File: config.mk
export PLATFORM = sky130hd
export DESIGN_NAME = mem_stage
export DESIGN_NICKNAME = d
export VERILOG_FILES = /design/src/rtl/mem_stage_pkg.sv /design/src/rtl/mem_wb_reg.sv /design/src/rtl/mem_stage.sv
export SDC_FILE = /design/constraint.sdc
export NUM_CORES = 1
export LEC_CHECK = 0
export CAP_MARGIN = 0
export CORE_MARGIN = 5
export CORE_UTILIZATION = 47
export CTS_CLUSTER_DIAMETER = 200
export DETAILED_ROUTE_END_ITERATION = 16
export GPL_ROUTABILITY_DRIVEN = 0
export PLACE_DENSITY = 0.93
export SLEW_MARGIN = 15
export SYNTH_ARGS = -nofsm -noshare
export SYNTH_HDL_FRONTEND = slang
export SYNTH_SLANG_ARGS = --single-unit
File: constraint.sdc
create_clock -name clk -period 2.6 [get_ports clk]
set_input_delay 0.26 -clock clk [delete_from_list [all_inputs] [get_ports clk]]
set_output_delay 0.26 -clock clk [all_outputs]
set_load 0.03 [all_outputs]
File: src/rtl/mem_stage_pkg.sv
// Shared constants and FSM state encoding for the memory-access stage.
package mem_stage_pkg;

    localparam int WORD_DEF     = 32;
    localparam int REG_ADDR_DEF = 4;
    localparam int ADDR_W_DEF   = 6;
    localparam int MEM_BASE_DEF = 1024;
    localparam int TIMEOUT_DEF  = 15;

    typedef enum logic [1:0] {
        MEM_IDLE = 2'd0,
        MEM_BUSY = 2'd1,
        MEM_DONE = 2'd2
    } mem_state_e;

endpackage

File: src/rtl/mem_wb_reg.sv
// MEM/WB pipeline register; a frozen cycle loads a bubble so write-back never repeats.
module mem_wb_reg
    import mem_stage_pkg::*;
#(
    parameter int WORD     = WORD_DEF,
    parameter int REG_ADDR = REG_ADDR_DEF
) (
    input  logic                clk,
    input  logic                rst,
    input  logic                freeze,
    input  logic                wb_en_in,
    input  logic                mem_read_in,
    input  logic [WORD-1:0]     alu_result_in,
    input  logic [WORD-1:0]     mem_data_in,
    input  logic [REG_ADDR-1:0] dest_in,
    output logic                wb_en_out,
    output logic                mem_read_out,
    output logic [WORD-1:0]     alu_result_out,
    output logic [WORD-1:0]     mem_data_out,
    output logic [REG_ADDR-1:0] dest_out
);

    logic                wb_en_q, wb_en_d;
    logic                mem_read_q, mem_read_d;
    logic [WORD-1:0]     alu_result_q, alu_result_d;
    logic [WORD-1:0]     mem_data_q, mem_data_d;
    logic [REG_ADDR-1:0] dest_q, dest_d;

    always_comb begin
        wb_en_d      = 1'b0;
        mem_read_d   = 1'b0;
        alu_result_d = alu_result_q;
        mem_data_d   = mem_data_q;
        dest_d       = dest_q;
        if (!freeze) begin
            wb_en_d      = wb_en_in;
            mem_read_d   = mem_read_in;
            alu_result_d = alu_result_in;
            mem_data_d   = mem_data_in;
            dest_d       = dest_in;
        end
    end

    always_ff @(posedge clk or negedge rst) begin
        if (!rst) begin
            wb_en_q      <= 1'b0;
            mem_read_q   <= 1'b0;
            alu_result_q <= '0;
            mem_data_q   <= '0;
            dest_q       <= '0;
        end else begin
            wb_en_q      <= wb_en_d;
            mem_read_q   <= mem_read_d;
            alu_result_q <= alu_result_d;
            mem_data_q   <= mem_data_d;
            dest_q       <= dest_d;
        end
    end

    assign wb_en_out      = wb_en_q;
    assign mem_read_out   = mem_read_q;
    assign alu_result_out = alu_result_q;
    assign mem_data_out   = mem_data_q;
    assign dest_out       = dest_q;

endmodule

File: src/rtl/mem_stage.sv
// Memory-access stage: req/ack sequencing to variable-latency data memory, stall and timeout.
// state    | meaning
// MEM_IDLE | no access in flight; a load/store command freezes upstream and launches a request
// MEM_BUSY | request held high awaiting mem_ack, bounded by TIMEOUT cycles
// MEM_DONE | access finished; freeze released so MEM/WB captures the command with the buffer
module mem_stage
    import mem_stage_pkg::*;
#(
    parameter int WORD     = WORD_DEF,
    parameter int REG_ADDR = REG_ADDR_DEF,
    parameter int ADDR_W   = ADDR_W_DEF,
    parameter int MEM_BASE = MEM_BASE_DEF,
    parameter int TIMEOUT  = TIMEOUT_DEF
) (
    input  logic                clk,
    input  logic                rst,
    input  logic                wb_en_in,
    input  logic                mem_read_in,
    input  logic                mem_write_in,
    input  logic [WORD-1:0]     alu_result_in,
    input  logic [WORD-1:0]     val_Rm_in,
    input  logic [REG_ADDR-1:0] dest_in,
    input  logic                mem_ack,
    input  logic [WORD-1:0]     mem_rdata,
    output logic                mem_req,
    output logic                mem_we,
    output logic [ADDR_W-1:0]   mem_addr,
    output logic [WORD-1:0]     mem_wdata,
    output logic                freeze,
    output logic                err,
    output logic                wb_en_out,
    output logic                mem_read_out,
    output logic [WORD-1:0]     alu_result_out,
    output logic [WORD-1:0]     mem_data_out,
    output logic [REG_ADDR-1:0] dest_out
);

    localparam int CNT_W = $clog2(TIMEOUT + 1);

    mem_state_e        state_q, state_d;
    logic [CNT_W-1:0]  cnt_q, cnt_d;
    logic [WORD-1:0]   rbuf_q, rbuf_d;
    logic [WORD-1:0]   wdata_q, wdata_d;
    logic [ADDR_W-1:0] addr_q, addr_d;
    logic              req_q, req_d;
    logic              we_q, we_d;
    logic              err_q, err_d;
    logic              freeze_c;
    logic              mem_cmd;

    assign mem_cmd = mem_read_in | mem_write_in;

    always_comb begin
        state_d  = state_q;
        cnt_d    = cnt_q;
        rbuf_d   = rbuf_q;
        wdata_d  = wdata_q;
        addr_d   = addr_q;
        req_d    = req_q;
        we_d     = we_q;
        err_d    = 1'b0;
        freeze_c = 1'b0;
        unique case (state_q)
            MEM_IDLE: begin
                if (mem_cmd) begin
                    freeze_c = 1'b1;
                    req_d    = 1'b1;
                    we_d     = mem_write_in;
                    // Word address relative to MEM_BASE; byte offset dropped, high bits wrap.
                    addr_d   = ADDR_W'((alu_result_in - WORD'(MEM_BASE)) >> 2);
                    wdata_d  = val_Rm_in;
                    cnt_d    = '0;
                    state_d  = MEM_BUSY;
                end
            end
            MEM_BUSY: begin
                freeze_c = 1'b1;
                cnt_d    = cnt_q + 1'b1;
                if (mem_ack) begin
                    rbuf_d  = mem_rdata;
                    req_d   = 1'b0;
                    state_d = MEM_DONE;
                end else if (cnt_d == CNT_W'(TIMEOUT)) begin
                    rbuf_d  = '0;
                    req_d   = 1'b0;
                    err_d   = 1'b1;
                    state_d = MEM_DONE;
                end
            end
            MEM_DONE: state_d = MEM_IDLE;
            default:  state_d = MEM_IDLE;
        endcase
    end

    always_ff @(posedge clk or negedge rst) begin
        if (!rst) begin
            state_q <= MEM_IDLE;
            cnt_q   <= '0;
            rbuf_q  <= '0;
            wdata_q <= '0;
            addr_q  <= '0;
            req_q   <= 1'b0;
            we_q    <= 1'b0;
            err_q   <= 1'b0;
        end else begin
            state_q <= state_d;
            cnt_q   <= cnt_d;
            rbuf_q  <= rbuf_d;
            wdata_q <= wdata_d;
            addr_q  <= addr_d;
            req_q   <= req_d;
            we_q    <= we_d;
            err_q   <= err_d;
        end
    end

    assign mem_req   = req_q;
    assign mem_we    = we_q;
    assign mem_addr  = addr_q;
    assign mem_wdata = wdata_q;
    assign err       = err_q;
    assign freeze    = freeze_c;

    mem_wb_reg #(
        .WORD     (WORD),
        .REG_ADDR (REG_ADDR)
    ) u_mem_wb_reg (
        .clk            (clk),
        .rst            (rst),
        .freeze         (freeze_c),
        .wb_en_in       (wb_en_in),
        .mem_read_in    (mem_read_in),
        .alu_result_in  (alu_result_in),
        .mem_data_in    (rbuf_q),
        .dest_in        (dest_in),
        .wb_en_out      (wb_en_out),
        .mem_read_out   (mem_read_out),
        .alu_result_out (alu_result_out),
        .mem_data_out   (mem_data_out),
        .dest_out       (dest_out)
    );

endmodule

**Run 1: cell area per tile**

The bar under the picture is 20 um long. 12 x 12 tiles, from dark purple (low) to yellow (high), 0 to 100% covered.
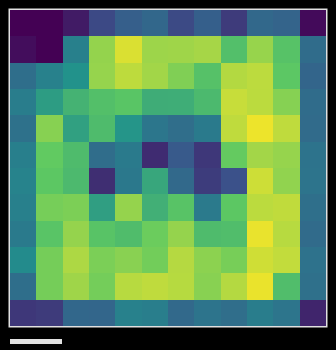
emptiest ninth of the die: upper left
tiles over 75% full: 38%
fullest tile: 97%
nearly empty tiles: 2.1%
mean over tiles: 59%
end-of-flow core utilization: 72.5%
core area: 0.0120 mm2
fp_density: 48.0%

**Run 1: sequential cells grouped by signal name**

The bar under the picture is 20 um long.
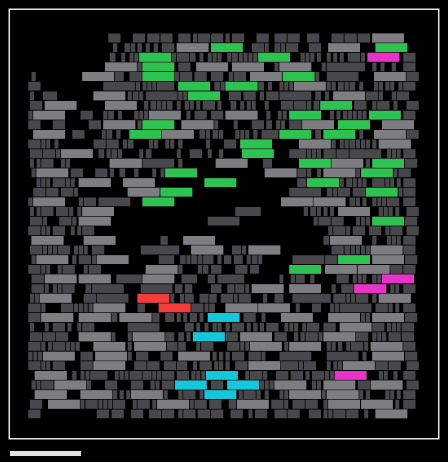
[`state_q`] red | placed flops: 2
[`u_mem_wb_reg.mem_data_out`] green | placed flops: 32
[`u_mem_wb_reg.dest_out`] magenta | placed flops: 4
[`mem_addr`] cyan | placed flops: 6 | where: bottom center

**Run 1: signal metal coverage by tile**

24 x 24 tiles, from dark purple (low) to yellow (high), scaled to the fullest tile. Values are wire area over tile area, all layers added.
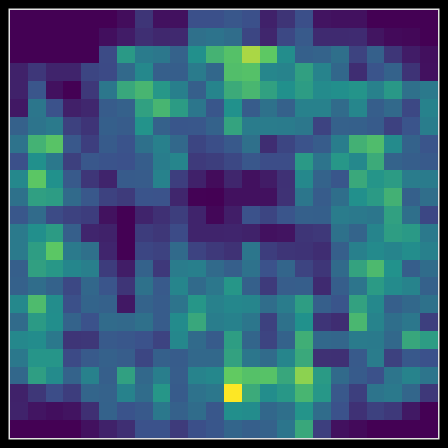
tiles over half the peak: 14%
nearly empty tiles: 6.4%
mean over tiles: 0.17
fullest tile: 0.55
Vias: 4924
final wirelength: 15300 um
gr usage total: 21.5%

==> results.cfg, run 1 <==
; yosys + openroad results
[place]
io_buffers = 217
pre_cts_slack_ps = 774

[clock_tree]
clk_latency_ps = 410
cts_buffers = 17
post_cts_buffers = 0

[finish]
n_all_inverters = 2
lay_top_cells = nand2_1 (390), clkdlybuf4s50_1 (215), dfrtp_1 (149)
num_antenna_cells = 0
clkCellAreaFrac_pct = 7.14
layout_top_cell = nand2_1
dominant_cells = flip-flops and latches
comb_share_pct = 21.3
drive_gt1_share_pct = 5.86
area_growth_pct = 51.1

[floorplan]
fp.dieW_um = 121
taps = 147
die_area_mm2 = 0.0146

[sta]
fin_setup_tns_ps = 0
finalHoldViolCount = 0
timing.final.crit_share_pct = 67.7
fin_worst_skew_ps = 5.72
fin_ws_ps = 840

[yosys]
synthCells = 639
synth_top_area_share_pct = 64.7
synth_warnings = 0

[critical_path]
cp_slowest_cell = clkdlybuf4s50_1
slowest_delay_ps = 550
crit_family = buffers and inverters
end_kind = output pin
critPathRequiredTime_ps = 2340
endpoint = freeze
crit_fanout = 5
reg2regPathDepth = 5
path_buffers = 3

[run_status]
status = finished, final reports clean

[global_route]
grt_max_degree = 74

[power_and_ir_drop]
power_mw = 11.9

[run]
max-cap-violations = 0
[run 1: tightest hold or removal path, delay by kind of cell]
| family | cells | cell delay [ps] |
|---|---|---|
| and+or+nand+nor | 2 | 90 |
| buffers and inverters | 1 | 390 |
[run 1: sequential cells by signal (all words and copies together) (netlist names)]
register,cells
mem_req,1
cnt_q,4
rbuf_q,32
mem_wdata,32
u_mem_wb_reg.alu_result_out,32
u_mem_wb_reg.mem_data_out,32
mem_we,1
u_mem_wb_reg.dest_out,4
err,1
u_mem_wb_reg.mem_read_out,1
state_q,2
mem_addr,6
u_mem_wb_reg.wb_en_out,1
[run 1: cell usage after synthesis, drive strengths merged]
cell type,instances
and2b,1
a21bo,1
a31oi,1
clkbuf,14
nor2b,2
nand2,390
o21a,1
o21ai,37
inv,2
a22o,1
nor2,4
o2bb2ai,1
xor2,2
nand2b,3
o31ai,1
nand3,1
nand4,1
buf,19
or2,1
o22ai,1
ha,2
dfrtp,149
nor3,1
and2,3
[run 1: how the worst min path moves through the flow]
| stage | to | startpoint |
|---|---|---|
| floorplan | cnt_q[0] | rst |
| global placement | mem_wdata[11] | rst |
| detailed placement | mem_wdata[11] | rst |
| CTS | mem_wdata[2] | val_Rm_in[2] |
| global route | mem_wdata[10] | val_Rm_in[10] |
| finish | mem_wdata[3] | val_Rm_in[3] |
[run 1: layer usage]
metal / part of all wire (%) / vias up / wire length, um / GRT usage (%)
met3: 7.4 / 30 / 1130 / 6.31
met2: 49 / 181 / 7530 / 35.1
met4: 2.3 / 0 / 345 / 8.07
li1: - / 2404 / - / -
met1: 41 / 2309 / 6280 / 27.3
met5: 0 / - / 0 / 0
[run 1: power by group]
group / switching (mW) / internal (mW)
registers: 0.584 / 3.38
logic: 3.30 / 2.08
clock network: 0.895 / 1.63
==> run 2, diff against run 1 <==
Settings changed: CORE_UTILIZATION 47 to 40, PLACE_DENSITY 0.93 to 0.85.
Clock period 2.6 ns to 1.5 ns, I/O delays scaled along.
==> results.cfg, run 2 <==
; yosys + openroad results
[yosys]
async_reset_ff_share_pct = 100
edf_count = 0
synth.top_cells.by_count = nand2_1 (390), dfrtp_1 (149), o21ai_0 (32)
ff_type = dfrtp_1
synthCells = 639
synth_warnings = 0
synth_top_area_share_pct = 64.7
top_cell = nand2_1

[place]
io_buffers = 217
pre_cts_slack_ps = -146

[run_status]
status = finished, violations left
violations = setup timing

[sta]
timing.final.crit_share_pct = 105
setup_violations = 36
fin_ws_ps = -70.5
fin_setup_tns_ps = -1670
fin_worst_skew_ps = 7.26
finalHoldViolCount = 0

[power_and_ir_drop]
p_clk_mw = 4.10
cell_internal_pwr_mw = 11.7
p_comb_mw = 9.45
switching_share_pct = 42.4
power.share.clock_pct = 20.1
seqPwrFrac_pct = 33.4
power_mw = 20.3
p_comb_share_pct = 46.4
power.group.top = combinational logic

[critical_path]
path_buffers = 4
slowest_delay_ps = 400
crit_family = buffers and inverters
end_kind = flip-flop
critPathRequiredTime_ps = 1800

[drt]
drt-total-wl_um = 16800

[global_route]
grt_max_degree = 48

[finish]
fin_util_pct = 65.5
lay_top_cells = nand2_1 (389), dfrtp_1 (149), dlygate4sd2_1 (111)
layout_top_cell = nand2_1

[floorplan]
fp_util_pct = 41.2

[clock_tree]
cts_buffers = 17
post_cts_buffers = 7
run 2: worst reg2reg max path, stage by stage (launching register included):
cell and delay (ps):
dfrtp_1 400, buf_6 140, inv_4 50, ha_4 150
nand2_4 50, o31ai_4 280, buf_6 170, buf_8 150
o21ai_2 70
run 2: layer usage:
| layer | vias up | part of all wire [%] | global-route usage, % |
|---|---|---|---|
| met2 | 180 | 51 | 33.9 |
| met1 | 2403 | 39 | 23.4 |
| met5 | - | 0 | 0 |
| met3 | 24 | 8.0 | 5.98 |
| met4 | 0 | 1.7 | 6.36 |
| li1 | 2478 | - | - |
run 2: cells by family (layout without fill, tap and decap cells):
family	after synthesis	in the layout
AND-OR/OR-AND	44	44
flip-flops	149	149
AND/OR/NAND/NOR	407	407
buffers and inverters	35	299
XOR/XNOR	2	2
adder cells (fa/ha/maj)	2	2
run 2: layout make-up:
type | instances | area (um2)
Clock buffer | 19 | 443
Clock inverter | 12 | 131
Fill cell | 1160 | 4820
Inverter | 2 | 15.0
Multi-Input combinational cell | 455 | 1990
Sequential cell | 149 | 3730
Tap cell | 180 | 225
Timing Repair Buffer | 266 | 2640
run 2: final timing paths:
check                                                    start                              to  slack [ps]  cells after the start
worst max-delay path                                  cnt_q[0]                      rbuf_q[31]         -70                      8
worst min-delay path                                       rst                       rbuf_q[8]         260                      2
worst max register to register                        cnt_q[0]                      rbuf_q[31]         -70                      8
worst min register to register  u_mem_wb_reg.alu_result_out[0]  u_mem_wb_reg.alu_result_out[0]         460                      2
max in group asynchronous                                  rst  u_mem_wb_reg.alu_result_out[9]         680                      3
min in group clk                                  val_Rm_in[5]                    mem_wdata[5]         260                      3
**Run 2: wiring by layer**

Only two layers are drawn.
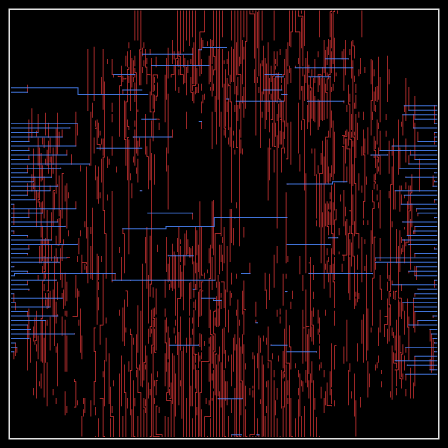
[met2] red | wire length: 8590 um
[met3] blue | wire length: 1340 um

Power and IR drop assume default switching activity.
